## src/rtl/uart_tx_arbiter_pkg.sv

```systemverilog
`default_nettype none
// ---------------------------------------------------------------------------
// Module  : uart_tx_arbiter_pkg
// Brief   : Shared state encodings and owner constants for the tx arbiter.
// Rev     : 1.0
// ---------------------------------------------------------------------------
package uart_tx_arbiter_pkg;

  typedef logic [1:0] state_t;

  localparam logic [1:0] c_IDLE      = 2'd0;
  localparam logic [1:0] c_START     = 2'd1;
  localparam logic [1:0] c_WAIT_BUSY = 2'd2;
  localparam logic [1:0] c_WAIT_DONE = 2'd3;

  localparam logic c_OWNER_A = 1'b0;
  localparam logic c_OWNER_B = 1'b1;

endpackage
`default_nettype wire

```

## src/rtl/uart_tx_arbiter_fifo.sv

```systemverilog
`default_nettype none
// ---------------------------------------------------------------------------
// Module  : tx_byte_fifo
// Brief   : Small synchronous byte FIFO with show-ahead head output.
// Rev     : 1.0
// ---------------------------------------------------------------------------
module tx_byte_fifo #(
  parameter int DEPTH = 4
) (
  input  logic       clk,
  input  logic       rst,
  input  logic       i_push,
  input  logic [7:0] i_data,
  input  logic       i_pop,
  output logic       o_full,
  output logic       o_empty,
  output logic [7:0] o_head
);

  localparam int             c_AW   = $clog2(DEPTH);
  localparam logic [c_AW:0]  c_FULL = (c_AW+1)'(DEPTH);

  logic [7:0]      r_mem [DEPTH];
  logic [c_AW-1:0] r_wptr;
  logic [c_AW-1:0] r_rptr;
  logic [c_AW:0]   r_count;
  logic            w_doPush;
  logic            w_doPop;

  assign o_full   = (r_count == c_FULL);
  assign o_empty  = (r_count == '0);
  assign o_head   = r_mem[r_rptr];
  assign w_doPush = i_push && !o_full;
  assign w_doPop  = i_pop && !o_empty;

  // Power-of-two depth lets the pointers wrap by natural overflow.
  always_ff @(posedge clk) begin
    if (rst) begin
      r_wptr  <= '0;
      r_rptr  <= '0;
      r_count <= '0;
    end else begin
      if (w_doPush) r_wptr <= r_wptr + 1'b1;
      if (w_doPop)  r_rptr <= r_rptr + 1'b1;
      case ({w_doPush, w_doPop})
        2'b10:   r_count <= r_count + 1'b1;
        2'b01:   r_count <= r_count - 1'b1;
        default: r_count <= r_count;
      endcase
    end
  end

  always_ff @(posedge clk) begin
    if (w_doPush) r_mem[r_wptr] <= i_data;
  end

endmodule
`default_nettype wire

```

## src/rtl/uart_tx_arbiter.sv

```systemverilog
`default_nettype none
// ---------------------------------------------------------------------------
// Module  : uart_tx_arbiter
// Brief   : Round-robin sharing of one RS232 transmitter between two producers.
// Rev     : 1.0
// ---------------------------------------------------------------------------
module uart_tx_arbiter
  import uart_tx_arbiter_pkg::*;
#(
  parameter int FIFO_DEPTH    = 4,
  parameter int START_TIMEOUT = 16,
  parameter int CNT_W         = 5
) (
  input  logic       clk,
  input  logic       rst,
  input  logic [7:0] reqAData,
  input  logic       reqAValid,
  output logic       reqAReady,
  input  logic [7:0] reqBData,
  input  logic       reqBValid,
  output logic       reqBReady,
  output logic [7:0] txData,
  output logic       txStart,
  input  logic       txBusy,
  output logic       grantOwner,
  output logic       timeoutErr
);

  localparam logic [CNT_W-1:0] c_LAST = CNT_W'(START_TIMEOUT - 1);

  state_t           r_state;
  logic [7:0]       r_txData;
  logic             r_owner;
  logic             r_timeoutErr;
  logic [CNT_W-1:0] r_cnt;
  logic [CNT_W-1:0] w_cntInc;

  logic       w_fullA, w_emptyA, w_fullB, w_emptyB;
  logic [7:0] w_headA, w_headB;
  logic       w_pushA, w_pushB;
  logic       w_grantA, w_grantB;

  assign reqAReady = !w_fullA;
  assign reqBReady = !w_fullB;
  assign w_pushA   = reqAValid && !w_fullA;
  assign w_pushB   = reqBValid && !w_fullB;

  // On a tie the requester that did not own the previous grant wins.
  assign w_grantA = (r_state == c_IDLE) && !w_emptyA && (w_emptyB || r_owner == c_OWNER_B);
  assign w_grantB = (r_state == c_IDLE) && !w_emptyB && (w_emptyA || r_owner == c_OWNER_A);

  assign w_cntInc   = r_cnt + 1'b1;
  assign txStart    = (r_state == c_START);
  assign txData     = r_txData;
  assign grantOwner = r_owner;
  assign timeoutErr = r_timeoutErr;

  tx_byte_fifo #(.DEPTH(FIFO_DEPTH)) u_fifo_a (
    .clk    (clk),
    .rst    (rst),
    .i_push (w_pushA),
    .i_data (reqAData),
    .i_pop  (w_grantA),
    .o_full (w_fullA),
    .o_empty(w_emptyA),
    .o_head (w_headA)
  );

  tx_byte_fifo #(.DEPTH(FIFO_DEPTH)) u_fifo_b (
    .clk    (clk),
    .rst    (rst),
    .i_push (w_pushB),
    .i_data (reqBData),
    .i_pop  (w_grantB),
    .o_full (w_fullB),
    .o_empty(w_emptyB),
    .o_head (w_headB)
  );

  always_ff @(posedge clk) begin
    if (rst) begin
      r_state      <= c_IDLE;
      r_txData     <= 8'h00;
      r_owner      <= c_OWNER_B;
      r_timeoutErr <= 1'b0;
      r_cnt        <= '0;
    end else begin
      case (r_state)
        c_IDLE: begin
          if (w_grantA) begin
            r_txData <= w_headA;
            r_owner  <= c_OWNER_A;
            r_state  <= c_START;
          end else if (w_grantB) begin
            r_txData <= w_headB;
            r_owner  <= c_OWNER_B;
            r_state  <= c_START;
          end
        end
        c_START: begin
          r_cnt   <= '0;
          r_state <= c_WAIT_BUSY;
        end
        c_WAIT_BUSY: begin
          if (txBusy) begin
            r_state <= c_WAIT_DONE;
          end else begin
            r_cnt <= w_cntInc;
            // Abandon the byte on the edge the counter reaches its last value.
            if (w_cntInc == c_LAST) begin
              r_timeoutErr <= 1'b1;
              r_state      <= c_IDLE;
            end
          end
        end
        default: begin
          if (!txBusy) r_state <= c_IDLE;
        end
      endcase
    end
  end

endmodule
`default_nettype wire

```

## config.mk

```make
export PLATFORM = sky130hd
export DESIGN_NAME = uart_tx_arbiter
export DESIGN_NICKNAME = d
export VERILOG_FILES = /design/src/rtl/uart_tx_arbiter_pkg.sv /design/src/rtl/uart_tx_arbiter_fifo.sv /design/src/rtl/uart_tx_arbiter.sv
export SDC_FILE = /design/constraint.sdc
export NUM_CORES = 1
export LEC_CHECK = 0
export ABC_AREA = 1
export CORE_MARGIN = 2
export CORE_UTILIZATION = 49
export CTS_CLUSTER_DIAMETER = 120
export CTS_CLUSTER_SIZE = 40
export DETAILED_ROUTE_END_ITERATION = 8
export PLACE_DENSITY = 0.77
export SLEW_MARGIN = 40
export SYNTH_ARGS = -nofsm -noshare
export SYNTH_HDL_FRONTEND = slang
export SYNTH_SLANG_ARGS = --single-unit
```

## constraint.sdc

```tcl
create_clock -name clk -period 2.6 [get_ports clk]
set_input_delay 0.39 -clock clk [delete_from_list [all_inputs] [get_ports clk]]
set_output_delay 0.39 -clock clk [all_outputs]
set_load 0.005 [all_outputs]
```

==> impl_metrics.ini <==
; physical design summary
[outcome]
outcome = completed

[cells_and_area]
n_multi_input_combinational_cell = 267
sequential_portion_of_the_cell_area = 0.522
antenna_cells_inserted = 0
final_net_count = 523
buffer_share_of_cell_area = 0.0806
dominant_cells = sequential cells
postLayoutCoreUtil = 0.579
final_cell_mix = sky130_fd_sc_hd__nand2_1, sky130_fd_sc_hd__edfxtp_1, sky130_fd_sc_hd__inv_1, sky130_fd_sc_hd__nor2_1, sky130_fd_sc_hd__o21ai_0
finalNonFillerCells = 601
design_area_um2 = 5030

[sta]
clock.fmax_ghz = 0.451
count_of_final_max_slew_check_failures = 0
min_period_over_period = 0.852
post_route_setup_tns_ps = 0
hold_viol_final = 0
finalHoldWorstSlack_ps = 464

[drt]
route.top_layer_used = met4
dr_wl_cell_um = 13.7
detail_route.iter0.violations = 231
detailed_routed_wire_length_on_met2_um = 4110
viasPerCell = 5.04
routed_wirelength_um = 8250
number_of_nets_with_antenna_violations_after_routing = 0
met3_length_um = 468

[critical_path]
crit_path_end = u_fifo_a.r_count[2]$_SDFFE_PP0P_
critPathTopFamily = AND-OR/OR-AND gates
worst_ep_arrival_time_ps = 2470
critical-path-max-stage-delay_ps = 440
worst_path_max_delay_cell = sky130_fd_sc_hd__fa_1
worstRegToRegCells = 12
worst_setup_path_class = reg2reg

[logic_synthesis]
cell_taking_the_most_area_after_synthesis = sky130_fd_sc_hd__edfxtp_1
compound_area_frac = 0.100
ys_seq_elements = 99
syn_avg_cell_area_um2 = 9.74
nets_at_floorplan = 482
synth_cell_count_leaders = sky130_fd_sc_hd__nand2_1, sky130_fd_sc_hd__edfxtp_1, sky130_fd_sc_hd__inv_1
topCombFamilyByArea = simple AND/OR/NAND/NOR gates
synth.yosys.warnings = 0
netlist.area_leader.share = 0.442
synth.most_common_cell = sky130_fd_sc_hd__nand2_1
synthMuxAreaShare = 0

[grt]
antenna_found_initial = 0
global_route.usage.met1 = 0.231
grt_use_met3 = 0.0351
grt_first_pass_wirelength_um = 13600
grt.busiest_layer = met2
grt.met2_usage = 0.299

[cts]
tritoncts_num_sinks = 99
cts_repair_resize_count = 0
cts_tree = yes
cts_htree_levels = 3

[pwr]
pwr-share-clk = 0.223
clk_pwr_w = 0.00109
cellLeakagePower_nw = 2.04
intPower_w = 0.00313
share_seq_of_total_power = 0.431
p_comb_w = 0.00168
total_power_w = 0.00487
worst_case_vdd_ir_drop_v = 0.000495

[floorplan]
die.size.x_um = 98.2
core.rowCount = 34
fp_util = 0.501
taps = 108

[worst_hold_path]
worstHoldPathType = reg2reg
holdPathEnd = u_fifo_b.r_rptr[1]$_SDFFE_PP0P_
timing.hold.worst.start = u_fifo_b.r_rptr[1]$_SDFFE_PP0P_
holdPathStages = 2

[placed_design]
place.detailed.hpwl_um = 5770
placed_area_um2 = 4800
place.port_buffers = 33

[job]
cap_viol_max_count = 0
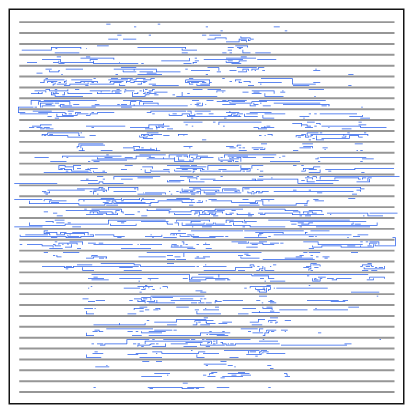
Fig. 1. M1 wires.
Scale: 4 px per um. Supply wires on this layer in gray.
The layer carries 3500 um of wire. 479 nets have wire on it.

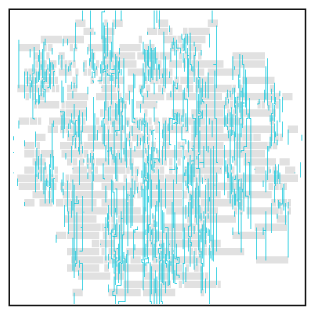
Fig. 2. Signal wires on met2.
Scale: 3 px per um. Cells faint in the background.
400 nets have wire on it. The layer holds 50% of the routed length.

Power is estimated from default activity; no workload was simulated.
